**src/rtl/csi2_pkt_handler_vc_if.sv**
```systemverilog
// AXI4-Stream bundle shared by the CSI-2 packet path; master drives everything except tready.
interface axi4_stream_if #(
    parameter int unsigned DATA_W = 32,
    parameter int unsigned DEST_W = 2,
    parameter int unsigned USER_W = 1,
    parameter int unsigned ID_W   = 1
);
    logic                  tvalid;
    logic                  tready;
    logic [DATA_W-1:0]     tdata;
    logic [DATA_W/8-1:0]   tkeep;
    logic [DATA_W/8-1:0]   tstrb;
    logic                  tlast;
    logic [ID_W-1:0]       tid;
    logic [DEST_W-1:0]     tdest;
    logic [USER_W-1:0]     tuser;

    modport master (
        output tvalid, tdata, tkeep, tstrb, tlast, tid, tdest, tuser,
        input  tready
    );

    modport slave (
        input  tvalid, tdata, tkeep, tstrb, tlast, tid, tdest, tuser,
        output tready
    );
endinterface

```
**src/rtl/csi2_pkt_handler_vc.sv**
```systemverilog
// CSI-2 packet handler: decodes headers, filters long packets by VC/DT, strips header and CRC,
// and emits keyed AXI4-Stream payload lines plus per-VC frame-start/frame-end pulses.
module csi2_pkt_handler_vc #(
    parameter int unsigned NUM_VC       = 4,
    parameter bit          DT_FILTER_EN = 1'b0,
    parameter logic [5:0]  DT_ACCEPT    = 6'h2A
) (
    input  logic              clk_i,
    input  logic              rst_i,
    axi4_stream_if.slave      pkt_i,
    axi4_stream_if.master     pkt_o,
    output logic [NUM_VC-1:0] frame_start_o,
    output logic [NUM_VC-1:0] frame_end_o,
    output logic              drop_o
);
    typedef enum logic [1:0] {StIdle, StPayload, StDrop} state_e;

    state_e            state, state_next;
    logic [16:0]       rem, rem_next;
    logic [16:0]       pay, pay_next;
    logic [1:0]        cur_vc, cur_vc_next;
    logic [NUM_VC-1:0] sof_pend, sof_pend_next;
    logic [NUM_VC-1:0] fs, fs_next, fe, fe_next;
    logic              drop, drop_next;
    logic              out_vld, out_vld_next;
    logic [31:0]       out_data, out_data_next;
    logic [3:0]        out_keep, out_keep_next;
    logic              out_last, out_last_next;
    logic [1:0]        out_dest, out_dest_next;
    logic              out_user, out_user_next;

    logic        in_rdy, fire, accept, vc_sof;
    logic [5:0]  dt;
    logic [1:0]  vc;
    logic [15:0] wc;

    assign dt     = pkt_i.tdata[5:0];
    assign vc     = pkt_i.tdata[7:6];
    assign wc     = pkt_i.tdata[23:8];
    assign in_rdy = !out_vld || pkt_o.tready;
    assign fire   = pkt_i.tvalid && in_rdy;
    assign accept = (32'(vc) < NUM_VC) && (!DT_FILTER_EN || dt == DT_ACCEPT);

    always_comb begin
        state_next    = state;
        rem_next      = rem;
        pay_next      = pay;
        cur_vc_next   = cur_vc;
        sof_pend_next = sof_pend;
        fs_next       = '0;
        fe_next       = '0;
        drop_next     = 1'b0;
        out_vld_next  = out_vld;
        out_data_next = out_data;
        out_keep_next = out_keep;
        out_last_next = out_last;
        out_dest_next = out_dest;
        out_user_next = out_user;
        vc_sof        = 1'b0;

        for (int v = 0; v < int'(NUM_VC); v++) begin
            if (cur_vc == 2'(v)) vc_sof = sof_pend[v];
        end

        if (out_vld && pkt_o.tready) out_vld_next = 1'b0;

        if (fire) begin
            unique case (state)
                StIdle: begin
                    if (dt <= 6'h0F) begin
                        // Loop bound excludes VCs beyond NUM_VC, so those never pulse.
                        for (int v = 0; v < int'(NUM_VC); v++) begin
                            if (vc == 2'(v)) begin
                                if (dt == 6'h00) begin
                                    fs_next[v]       = 1'b1;
                                    sof_pend_next[v] = 1'b1;
                                end
                                if (dt == 6'h01) fe_next[v] = 1'b1;
                            end
                        end
                    end else begin
                        rem_next    = 17'(wc) + 17'd2;
                        pay_next    = 17'(wc);
                        cur_vc_next = vc;
                        if (accept) begin
                            state_next = StPayload;
                        end else begin
                            state_next = StDrop;
                            drop_next  = 1'b1;
                        end
                    end
                end
                StPayload, StDrop: begin
                    if (rem <= 17'd4) state_next = StIdle;
                    else              rem_next   = rem - 17'd4;
                    if (state == StPayload && pay != 17'd0) begin
                        out_vld_next  = 1'b1;
                        out_data_next = pkt_i.tdata;
                        out_dest_next = cur_vc;
                        out_user_next = vc_sof;
                        out_last_next = (pay <= 17'd4);
                        if (pay >= 17'd4) begin
                            out_keep_next = 4'b1111;
                            pay_next      = pay - 17'd4;
                        end else begin
                            out_keep_next = (4'b0001 << pay[1:0]) - 4'b0001;
                            pay_next      = 17'd0;
                        end
                        for (int v = 0; v < int'(NUM_VC); v++) begin
                            if (cur_vc == 2'(v)) sof_pend_next[v] = 1'b0;
                        end
                    end
                end
                default: state_next = StIdle;
            endcase
        end
    end

    always_ff @(posedge clk_i or posedge rst_i) begin
        if (rst_i) begin
            state    <= StIdle;
            rem      <= '0;
            pay      <= '0;
            cur_vc   <= '0;
            sof_pend <= '0;
            fs       <= '0;
            fe       <= '0;
            drop     <= 1'b0;
            out_vld  <= 1'b0;
            out_data <= '0;
            out_keep <= '0;
            out_last <= 1'b0;
            out_dest <= '0;
            out_user <= 1'b0;
        end else begin
            state    <= state_next;
            rem      <= rem_next;
            pay      <= pay_next;
            cur_vc   <= cur_vc_next;
            sof_pend <= sof_pend_next;
            fs       <= fs_next;
            fe       <= fe_next;
            drop     <= drop_next;
            out_vld  <= out_vld_next;
            out_data <= out_data_next;
            out_keep <= out_keep_next;
            out_last <= out_last_next;
            out_dest <= out_dest_next;
            out_user <= out_user_next;
        end
    end

    assign pkt_i.tready  = in_rdy;
    assign pkt_o.tvalid  = out_vld;
    assign pkt_o.tdata   = out_data;
    assign pkt_o.tkeep   = out_keep;
    assign pkt_o.tstrb   = out_keep;
    assign pkt_o.tlast   = out_last;
    assign pkt_o.tid     = '0;
    assign pkt_o.tdest   = out_dest;
    assign pkt_o.tuser   = out_user;
    assign frame_start_o = fs;
    assign frame_end_o   = fe;
    assign drop_o        = drop;
endmodule

```
**src/flat_wrapper.sv**
```systemverilog
// flat-port wrapper written by rule: the top's interface ports become plain ports
module csi2_pkt_handler_vc_flat 
#(
    parameter int unsigned NUM_VC       = 4,
    parameter bit          DT_FILTER_EN = 1'b0,
    parameter logic [5:0]  DT_ACCEPT    = 6'h2A
)
  (clk_i, rst_i, frame_start_o, frame_end_o, drop_o, pkt_i_tvalid, pkt_i_tdata, pkt_i_tkeep, pkt_i_tstrb, pkt_i_tlast, pkt_i_tid, pkt_i_tdest, pkt_i_tuser, pkt_i_tready, pkt_o_tvalid, pkt_o_tdata, pkt_o_tkeep, pkt_o_tstrb, pkt_o_tlast, pkt_o_tid, pkt_o_tdest, pkt_o_tuser, pkt_o_tready);
  axi4_stream_if pkt_i_i ();
  axi4_stream_if pkt_o_i ();
  input  logic clk_i;
  input  logic rst_i;
  output logic [NUM_VC-1:0] frame_start_o;
  output logic [NUM_VC-1:0] frame_end_o;
  output logic drop_o;
  input wire logic [$bits(pkt_i_i.tvalid)-1:0] pkt_i_tvalid;
  input wire logic [$bits(pkt_i_i.tdata)-1:0] pkt_i_tdata;
  input wire logic [$bits(pkt_i_i.tkeep)-1:0] pkt_i_tkeep;
  input wire logic [$bits(pkt_i_i.tstrb)-1:0] pkt_i_tstrb;
  input wire logic [$bits(pkt_i_i.tlast)-1:0] pkt_i_tlast;
  input wire logic [$bits(pkt_i_i.tid)-1:0] pkt_i_tid;
  input wire logic [$bits(pkt_i_i.tdest)-1:0] pkt_i_tdest;
  input wire logic [$bits(pkt_i_i.tuser)-1:0] pkt_i_tuser;
  output wire logic [$bits(pkt_i_i.tready)-1:0] pkt_i_tready;
  output wire logic [$bits(pkt_o_i.tvalid)-1:0] pkt_o_tvalid;
  output wire logic [$bits(pkt_o_i.tdata)-1:0] pkt_o_tdata;
  output wire logic [$bits(pkt_o_i.tkeep)-1:0] pkt_o_tkeep;
  output wire logic [$bits(pkt_o_i.tstrb)-1:0] pkt_o_tstrb;
  output wire logic [$bits(pkt_o_i.tlast)-1:0] pkt_o_tlast;
  output wire logic [$bits(pkt_o_i.tid)-1:0] pkt_o_tid;
  output wire logic [$bits(pkt_o_i.tdest)-1:0] pkt_o_tdest;
  output wire logic [$bits(pkt_o_i.tuser)-1:0] pkt_o_tuser;
  input wire logic [$bits(pkt_o_i.tready)-1:0] pkt_o_tready;
  assign pkt_i_i.tvalid = pkt_i_tvalid;
  assign pkt_i_i.tdata = pkt_i_tdata;
  assign pkt_i_i.tkeep = pkt_i_tkeep;
  assign pkt_i_i.tstrb = pkt_i_tstrb;
  assign pkt_i_i.tlast = pkt_i_tlast;
  assign pkt_i_i.tid = pkt_i_tid;
  assign pkt_i_i.tdest = pkt_i_tdest;
  assign pkt_i_i.tuser = pkt_i_tuser;
  assign pkt_i_tready = pkt_i_i.tready;
  assign pkt_o_tvalid = pkt_o_i.tvalid;
  assign pkt_o_tdata = pkt_o_i.tdata;
  assign pkt_o_tkeep = pkt_o_i.tkeep;
  assign pkt_o_tstrb = pkt_o_i.tstrb;
  assign pkt_o_tlast = pkt_o_i.tlast;
  assign pkt_o_tid = pkt_o_i.tid;
  assign pkt_o_tdest = pkt_o_i.tdest;
  assign pkt_o_tuser = pkt_o_i.tuser;
  assign pkt_o_i.tready = pkt_o_tready;
  csi2_pkt_handler_vc #(.NUM_VC(NUM_VC), .DT_FILTER_EN(DT_FILTER_EN), .DT_ACCEPT(DT_ACCEPT)) u_core (.clk_i(clk_i), .rst_i(rst_i), .pkt_i(pkt_i_i), .pkt_o(pkt_o_i), .frame_start_o(frame_start_o), .frame_end_o(frame_end_o), .drop_o(drop_o));
endmodule
```
**config.mk**
```make
export PLATFORM = sky130hd
export DESIGN_NAME = csi2_pkt_handler_vc_flat
export DESIGN_NICKNAME = d
export VERILOG_FILES = /design/src/rtl/csi2_pkt_handler_vc_if.sv /design/src/rtl/csi2_pkt_handler_vc.sv /design/src/flat_wrapper.sv
export SDC_FILE = /design/constraint.sdc
export NUM_CORES = 1
export LEC_CHECK = 0
export CAP_MARGIN = 20
export CORE_MARGIN = 2
export CORE_UTILIZATION = 51
export CTS_CLUSTER_SIZE = 40
export DETAILED_ROUTE_END_ITERATION = 8
export GPL_TIMING_DRIVEN = 1
export PLACE_DENSITY = 0.89
export SYNTH_ARGS = -nofsm -noshare
export SYNTH_HDL_FRONTEND = slang
export SYNTH_SLANG_ARGS = --single-unit
```
**constraint.sdc**
```tcl
create_clock -name clk_i -period 3.25 [get_ports clk_i]
set_clock_uncertainty 0.05 [all_clocks]
set_input_delay 0.325 -clock clk_i [delete_from_list [all_inputs] [get_ports clk_i]]
set_output_delay 0.325 -clock clk_i [all_outputs]
set_load 0.01 [all_outputs]
```
**Floorplan with the power grid**

Drawn at 4 px/µm. Pins as bars on the die edge.
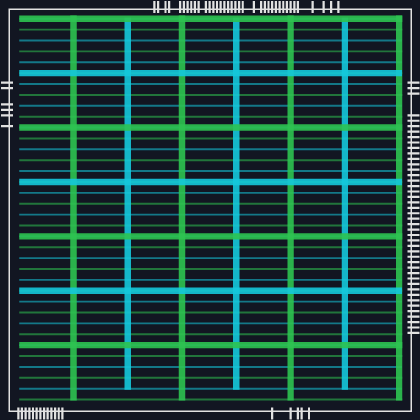
legend:
  VSS:
    colour: green
  VDD:
    colour: cyan
signal pins: 105
met5 straps: 7
met4 straps: 7
rows: 35
core outline area: 9109 µm²
VDD IR-drop max: 0.0002973 V
DIE WIDTH: 100.1 µm

**Placed cells, one colour a class**

Drawn at 3 px/µm. Fill, decap, tap and diode cells in grey.
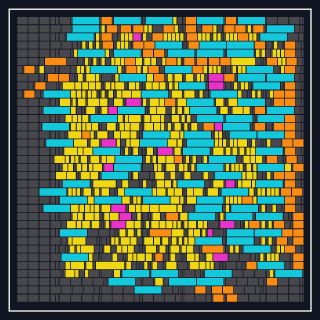
legend:
  clock drivers and dummy loads:
    colour: magenta
    cells: 16
    share_of_their_area: 3.2%
  other buffers and delay cells:
    colour: orange
    cells: 96
    share_of_their_area: 17%
  all other logic:
    colour: yellow
    cells: 412
    share_of_their_area: 40%
  flip-flops:
    colour: cyan
    cells: 90
    share_of_their_area: 39%

**Clock wires, drivers and flops**

Drawn at 6 px/µm.
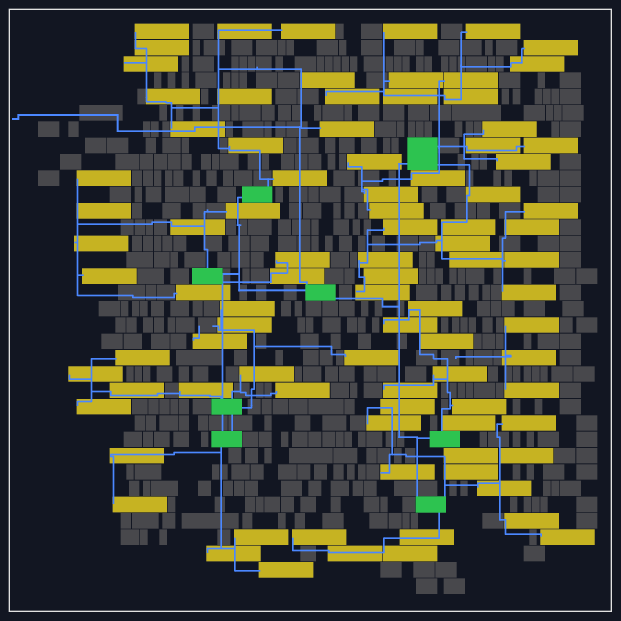
legend:
  flip-flops:
    colour: yellow
    count: 90
  clock wires:
    colour: blue
    length: 1030 µm
  cells driving clock nets:
    colour: green
    count: 9
routed clock nets: 10

==> out/metrics.yaml <==
critical_path:
  critical_path.max_stage_delay_ns: 0.59
  timing_worst_setup_path_type: "reg -> reg"
  timing.critical_path.from_type: "flip-flop"
finish:
  mostFrequentLayoutCell: "nand2_1"
  nets: 664
  regArea_um2: 2252
  logic_gate_count: 396
  comb_area_share: 0.3839
grt:
  grt_util_all_layers: 0.2573
  groute.layer.met3.usage: 0.04248
sta:
  finalWorstSetupSlack_ns: 0.6523
  maxSlewHeadroom: 0.4738
  timing_max_transition_violations_final: 0
pwr:
  power_sequential_mw: 1.48
  seqPwrFrac: 0.469
  largestPowerGroup: "sequential cells"
synth:
  commonest_cells_in_the_netlist: "nand2_1 (148), dfrtp_1 (90), o21ai_0 (29)"
  syn_area_um2: 4711
  postSynthCellCount: 534
  ff_type: "dfrtp_1"
  ys_top_cells_by_area: "dfrtp_1 (48%), nand2_1 (12%), o21ai_0 (3.1%), nor2_1 (2.2%), nand3_1 (1.7%)"
  post_synth_xor_area_fraction: 0.01859
  edff_count_synth: 0
  top_area_cell: "dfrtp_1"
status:
  result_of_the_run: "completed"
floorplanning:
  initial_utilization: 0.5172
  io_pins: 105
detailed_routing:
  vias_per_cell: 6.092
hold_path:
  hold_path_class: "in -> async"
cts:
  cts_buffers: 9
**Routed metal, one colour a layer**

Drawn at 4 px/µm. Two of the layers only.
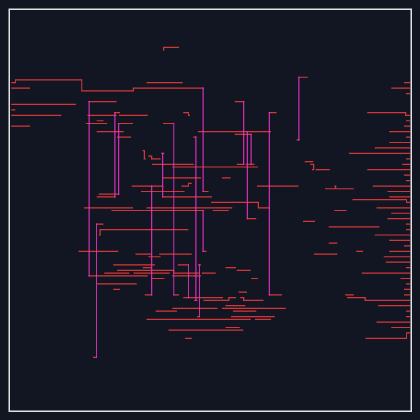
legend:
  met3:
    colour: red
    wire_length: 906 µm
  met4:
    colour: magenta
    wire_length: 401 µm
detailed-route wire length per cell: 17.81 µm
final WL: 12920 µm

**Cell outlines without signal wires**

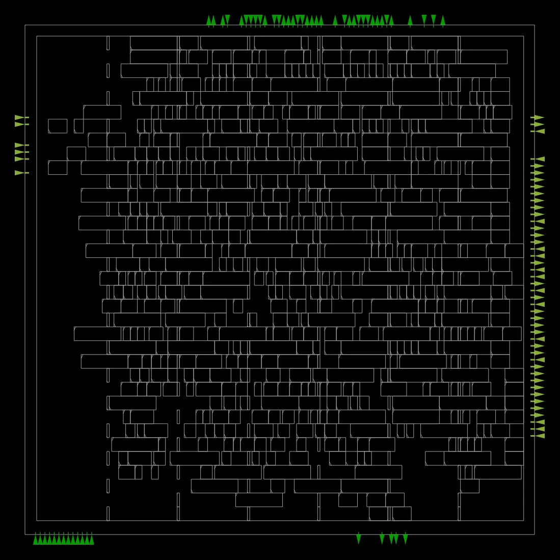
post-layout utilization of the core: 0.6448
row count: 35

No activity file was given, so power comes from the tool's default toggle rates.
